### config.mk
export PLATFORM = sky130hd
export DESIGN_NAME = a2d_intf
export DESIGN_NICKNAME = d
export VERILOG_FILES = /design/src/rtl/a2d_pkg.sv /design/src/rtl/a2d_intf_spi_mstr16.sv /design/src/rtl/a2d_intf.sv
export SDC_FILE = /design/constraint.sdc
export NUM_CORES = 1
export LEC_CHECK = 0
export ABC_AREA = 0
export CAP_MARGIN = 25
export CORE_ASPECT_RATIO = 0.8
export CORE_MARGIN = 8
export CORE_UTILIZATION = 30
export DETAILED_ROUTE_END_ITERATION = 8
export SLEW_MARGIN = 20
export SYNTH_ARGS = -nofsm -noshare
export SYNTH_HDL_FRONTEND = slang
export SYNTH_HIERARCHICAL = 1
export SYNTH_SLANG_ARGS = --single-unit
export TNS_END_PERCENT = 20
### constraint.sdc
create_clock -name clk -period 5.2 [get_ports clk]
set_input_delay 0.78 -clock clk [delete_from_list [all_inputs] [get_ports clk]]
set_output_delay 0.78 -clock clk [all_outputs]
set_load 0.1 [all_outputs]
### src/rtl/a2d_pkg.sv
// Shared types and constants for the A2D interface and its SPI master.
package a2d_pkg;

    typedef enum logic [2:0] {
        IDLE = 3'd0,
        TX1  = 3'd1,
        DEAD = 3'd2,
        TX2  = 3'd3,
        DONE = 3'd4
    } a2d_state_e;

    localparam int SCLK_DIV_W = 5;
    localparam logic [SCLK_DIV_W-1:0] SCLK_PRELOAD = 5'b10111;
    localparam int FRAME_BITS = 16;
    localparam int RES_BITS   = 12;

    // Divider values: last SCLK-low cycle, last SCLK-high cycle, and the
    // cycle before a transfer's final falling-edge point.
    localparam logic [SCLK_DIV_W-1:0] DIV_RISE = 5'b01111;
    localparam logic [SCLK_DIV_W-1:0] DIV_FALL = 5'b11111;
    localparam logic [SCLK_DIV_W-1:0] DIV_LAST = 5'b11110;

    // Command word sent to the ADC: channel number in bits [13:11].
    function automatic logic [FRAME_BITS-1:0] make_frame(input logic [2:0] ch);
        return {2'b00, ch, 11'h000};
    endfunction

endpackage

### src/rtl/a2d_intf_spi_mstr16.sv
// 16-bit SPI master: SCLK = clk/32 from a free-running divider, MISO
// sampled on rising SCLK, MOSI shifted on falling SCLK. 'done' strobes
// in the last SS_n-low cycle, i.e. the transfer ends at that clock edge
// and SS_n is high from the next cycle on.
module spi_mstr16
    import a2d_pkg::*;
(
    input  logic                  clk,
    input  logic                  rst,
    input  logic                  wrt,
    input  logic [FRAME_BITS-1:0] cmd,
    input  logic                  MISO,
    output logic                  done,
    output logic [FRAME_BITS-1:0] rd_data,
    output logic                  SS_n,
    output logic                  SCLK,
    output logic                  MOSI
);

    localparam logic [4:0] SMPL_LAST = 5'(FRAME_BITS);

    logic                  ss_n_q, ss_n_d;
    logic [SCLK_DIV_W-1:0] div_q, div_d;
    logic [FRAME_BITS-1:0] tx_q, tx_d;
    logic [FRAME_BITS-1:0] rx_q, rx_d;
    logic [4:0]            smpl_cnt_q, smpl_cnt_d;

    logic active, smpl, shft, last;

    // Strobes decoded from the divider. Shifting is suppressed until the
    // first sample so the MSB is presented for the first rising edge.
    always_comb begin
        active = ~ss_n_q;
        smpl   = active && (div_q == DIV_RISE);
        shft   = active && (div_q == DIV_FALL) && (smpl_cnt_q != 5'd0);
        last   = active && (div_q == DIV_LAST) && (smpl_cnt_q == SMPL_LAST);
    end

    // Next-state for divider, shift registers and slave select.
    always_comb begin
        ss_n_d     = ss_n_q;
        div_d      = div_q;
        tx_d       = tx_q;
        rx_d       = rx_q;
        smpl_cnt_d = smpl_cnt_q;
        if (wrt) begin
            ss_n_d     = 1'b0;
            div_d      = SCLK_PRELOAD;
            tx_d       = cmd;
            smpl_cnt_d = 5'd0;
        end else if (active) begin
            div_d = div_q + 5'd1;
            if (smpl) begin
                rx_d       = {rx_q[FRAME_BITS-2:0], MISO};
                smpl_cnt_d = smpl_cnt_q + 5'd1;
            end
            if (shft) begin
                tx_d = {tx_q[FRAME_BITS-2:0], 1'b0};
            end
            if (last) begin
                ss_n_d = 1'b1;
            end
        end
    end

    // State registers; reset raises SS_n immediately.
    always_ff @(posedge clk or posedge rst) begin
        if (rst) begin
            ss_n_q     <= 1'b1;
            div_q      <= SCLK_PRELOAD;
            tx_q       <= '0;
            rx_q       <= '0;
            smpl_cnt_q <= 5'd0;
        end else begin
            ss_n_q     <= ss_n_d;
            div_q      <= div_d;
            tx_q       <= tx_d;
            rx_q       <= rx_d;
            smpl_cnt_q <= smpl_cnt_d;
        end
    end

    assign done    = last;
    assign rd_data = rx_q;
    assign SS_n    = ss_n_q;
    assign SCLK    = ss_n_q | div_q[SCLK_DIV_W-1];
    assign MOSI    = ~ss_n_q & tx_q[FRAME_BITS-1];

endmodule

### src/rtl/a2d_intf.sv
// A2D converter interface: two back-to-back SPI transfers per conversion
// (channel select, then readback), one dead cycle between them.
// Build option A2D_RES_INVERT_EN: res is the bitwise inverse of the
// received 12 LSBs (reversed potentiometer wiring); timing unchanged.
module a2d_intf
    import a2d_pkg::*;
(
    input  logic                clk,
    input  logic                rst,
    input  logic                strt_cnv,
    input  logic [2:0]          chnnl,
    input  logic                MISO,
    output logic                SS_n,
    output logic                SCLK,
    output logic                MOSI,
    output logic                cnv_cmplt,
    output logic [RES_BITS-1:0] res
);

    a2d_state_e state_q, state_d;
    logic [2:0]          chnl_q, chnl_d;
    logic                cnv_q, cnv_d;
    logic [RES_BITS-1:0] res_q, res_d;

    logic                  wrt;
    logic [FRAME_BITS-1:0] cmd;
    logic                  done;
    logic [FRAME_BITS-1:0] rd_data;
    logic                  unused_rd_hi;

    assign unused_rd_hi = ^rd_data[FRAME_BITS-1:RES_BITS];

    spi_mstr16 u_spi (
        .clk     (clk),
        .rst     (rst),
        .wrt     (wrt),
        .cmd     (cmd),
        .MISO    (MISO),
        .done    (done),
        .rd_data (rd_data),
        .SS_n    (SS_n),
        .SCLK    (SCLK),
        .MOSI    (MOSI)
    );

    // Conversion sequencer. DONE's first cycle (cnv_q still low) latches
    // the result and ignores strt_cnv; later DONE cycles accept a new start.
    always_comb begin
        state_d = state_q;
        chnl_d  = chnl_q;
        cnv_d   = cnv_q;
        res_d   = res_q;
        wrt     = 1'b0;
        cmd     = make_frame(chnl_q);
        case (state_q)
            IDLE: begin
                if (strt_cnv) begin
                    state_d = TX1;
                    chnl_d  = chnnl;
                    cnv_d   = 1'b0;
                    wrt     = 1'b1;
                    cmd     = make_frame(chnnl);
                end
            end
            TX1: begin
                if (done) state_d = DEAD;
            end
            DEAD: begin
                wrt     = 1'b1;
                state_d = TX2;
            end
            TX2: begin
                if (done) state_d = DONE;
            end
            DONE: begin
                if (!cnv_q) begin
                    cnv_d = 1'b1;
`ifdef A2D_RES_INVERT_EN
                    res_d = ~rd_data[RES_BITS-1:0];
`else
                    res_d = rd_data[RES_BITS-1:0];
`endif
                end else if (strt_cnv) begin
                    state_d = TX1;
                    chnl_d  = chnnl;
                    cnv_d   = 1'b0;
                    wrt     = 1'b1;
                    cmd     = make_frame(chnnl);
                end
            end
            default: state_d = IDLE;
        endcase
    end

    // Sequencer and result registers.
    always_ff @(posedge clk or posedge rst) begin
        if (rst) begin
            state_q <= IDLE;
            chnl_q  <= 3'd0;
            cnv_q   <= 1'b0;
            res_q   <= '0;
        end else begin
            state_q <= state_d;
            chnl_q  <= chnl_d;
            cnv_q   <= cnv_d;
            res_q   <= res_d;
        end
    end

    assign cnv_cmplt = cnv_q;
    assign res       = res_q;

endmodule
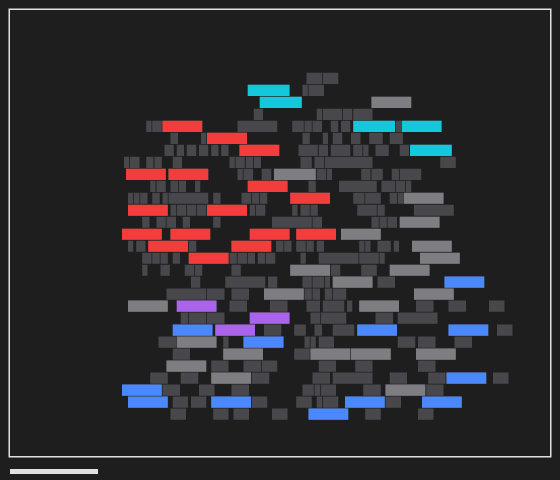
Fig. 1. Register map, names as in the netlist.
The bar under the picture is 20 um long. Other sequential cells in the stronger gray, the rest of the logic in the fainter gray.
cyan -> u_spi/div_q  # sequential cells 5
blue -> res  # sequential cells 12
purple -> chnl_q  # sequential cells 3
red -> u_spi/tx_q  # sequential cells 16
not colored = 22

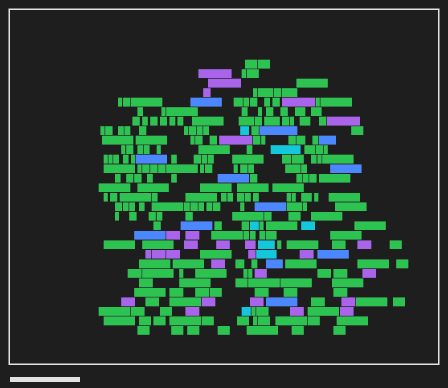
Fig. 2. Drive-strength map.
The bar under the picture is 20 um long.
blue -> x6 and larger  # cells 12, most used clkbuf_16
green -> x1 and smaller  # cells 230, most used dfrtp_1
cyan -> x3 and x4  # cells 7, most used buf_4
purple -> x2  # cells 27, most used mux2_2

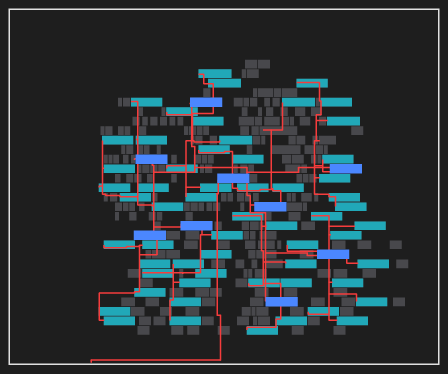
Fig. 3. Clock network drawn from the DEF.
cyan -> flip-flops  # count 58
red -> clock wires  # length 818 um
blue -> clock-net drivers  # count 9
routed clock nets = 10
clk_lat worst skew: 0.32 ns
P_clk: 585 uW
Clock Power Share: 36.2%
Fin Clk Skew: 0.00441 ns

==> flow_summary_export.csv <==
group,metric,value,unit
yosys,synth.avg_cell_area,11.5,sq um
status,status,"complete, no violations",
floorplan,die_height,101,um
hold_path,holdCritPathClass,"reg2reg",
critical_path,rr_endpoint,"u_spi/rd_data[1]$_DFFE_PP0P_",
hold_path,hold_path.startpoint,"res[1]$_DFFE_PP0P_",
grt,use_met1,11.5,%
critical_path,worstSetupEndpointType,"output port",
critical_path,r2r-start,"u_spi/div_q[0]$_DFFE_PP1P_",
timing,hold_slack,0.485,ns
drt,wl_per_cell,13.0,um
critical_path,critPathMaxFanout,11,
hold_path,hold_depth,1,
floorplan,chip_area,12400,sq um
timing,tightest_slew,0.986,ns
final_layout,antenna_cells,0,
timing,min_period,3.06,ns
timing,max_slew_margin,34.0,%
critical_path,r2r_cells,6,
drt,ant_nets,0,
clock_tree,htreeDepth,3,
power_and_ir_drop,total_power,1.62,mW
final_layout,layout-drive-gt1-share,16.7,%
drt,wirelength,5100,um
critical_path,cp_slowest_stage_delay,1.13,ns
timing,rsz0062_at_grt,"false",
yosys,ys_warn_count,6,
floorplan,core,8920,sq um
timing,timing_hold_violations_final,0,
clock_tree,root_buffer,"clkbuf_16",
clock_tree,tritoncts,"yes",
critical_path,start_kind,"register",
run,warning_count,29,
drt,dr.pass1.iters,4,
drt,post-route-drc-count,0,
grt,gr-total-overflow,0,
drt,vias,1769,
yosys,syn_area,2720,sq um
timing,fmax,327,MHz
critical_path,cp_data_arrival_time,2.28,ns
floorplan,rows,31,
clock_tree,cts_max_path_buffers,2,
yosys,syn_inst,237,
run,drv_cap,0,
critical_path,cp_cell_sequence,"inv_1, nand2_1, clkdlybuf4s50_1",
hold_path,min_to,"res[1]$_DFFE_PP0P_",
timing,setup_viol,0,
grt,grt_pass1_wl,9080,um
critical_path,critPathRequiredTime,4.42,ns
placed_design,post-dp-hpwl,3350,um
final_layout,final_cell_mix,"dfrtp_1 (53), clkdlybuf4s50_1 (22), a21oi_1 (19)",
clock_tree,cts_setup_buffers,0,
floorplan,dieWidth,122,um
grt,grt-busiest-layer,"met2",
final_layout,area_growth,24.2,%
grt,grt_use_met3,2.84,%
placed_design,portBuffers,22,
power_and_ir_drop,max-vdd-ir-drop,0.000143,V
drt,drtIter0Drc,123,
grt,antenna_found_initial,0,
critical_path,critPathKind,"reg2out",
timing,finalClockPeriodUsage,58.9,%
drt,via_per_inst,4.52,
grt,met2_usage,14.3,%
final_layout,final_util,37.9,%
clock_tree,cts_hold_buffers,0,
clock_tree,cts_buffers,9,
critical_path,startpoint,"u_spi/SS_n$_DFF_PP1_",
floorplan,ioPinCount,23,
timing,drv_slew,0,
grt,grtUsageTotal,9.32,%
critical_path,crit_slowest_cell,"clkdlybuf4s50_1",
grt,grt_pass1_vias,1870,
floorplan,initCoreUtil,30.5,%
placed_design,place_congestion,0.738,
power_and_ir_drop,p_per_area,478,nW/um^2
clock_tree,cts-resized-gates,0,
final_layout,lay_top_count,"dfrtp_1",
timing,fin_setup_tns,0,ns
final_layout,layout.nets,284,
clock_tree,path_clk_slew,0.05,ns
grt,grt_start_max_net_pins,45,
clock_tree,cts.sink_count,58,
power_and_ir_drop,leakage,1.52,nW
critical_path,r2r_slack,3.01,ns
## where the power goes
group          total (mW)  switching [mW]  internal [mW]
combinational       0.396           0.247          0.149
clock               0.585           0.189          0.396
sequential          0.635          0.0668          0.568
total                1.62           0.503           1.11
## state kept, by name (all words and copies together) (netlist names)
register          count
u_spi/tx_q           16
u_spi/smpl_cnt_q      5
u_spi/SS_n            1
chnl_q                3
cnv_cmplt             1
u_spi/rd_data        12
state_q               3
u_spi/div_q           5
res                  12
## metrics by stage
step                      cell area, sq um  worst slack [ns]  std cells
after floorplan                       2770              2.32        249
after global placement                3070              2.48        374
after detailed placement              3070              2.46        374
after CTS                             3370              2.12        390
after global routing                  3380              2.04        391
final                                 3380              2.14        391
## layout make-up
type	instances	area [sq um]
Clock buffer	14	264
Clock inverter	2	35.0
Fill cell	884	5540
Inverter	7	26.3
Multi-Input combinational cell	170	1210
Sequential cell	58	1460
Tap cell	115	144
Timing Repair Buffer	25	243
## critical path: cells and delay by family, from the launching register on
| family | cells | cell delay [ns] |
|---|---|---|
| buffers and inverters | 2 | 1.26 |
| flip-flops | 1 | 0.61 |
| AND/OR/NAND/NOR | 1 | 0.08 |
## worst max-delay path by stage
stage	slack, ns	end	depth (start not counted)
2_1_floorplan	2.32	MOSI	2
6_report	2.14	SCLK	3
4_1_cts	2.12	SCLK	3
3_5_place_dp	2.46	SCLK	3
3_3_place_gp	2.48	SCLK	3
5_1_grt	2.04	SCLK	3
## routing by layer
| metal | share of wire, % | wire [um] |
|---|---|---|
| met4 | 1.8 | 92 |
| met2 | 47 | 2400 |
| met1 | 48 | 2440 |
| met3 | 3.4 | 173 |
| met5 | 0 | 0 |
Power is estimated from default activity; no workload was simulated.
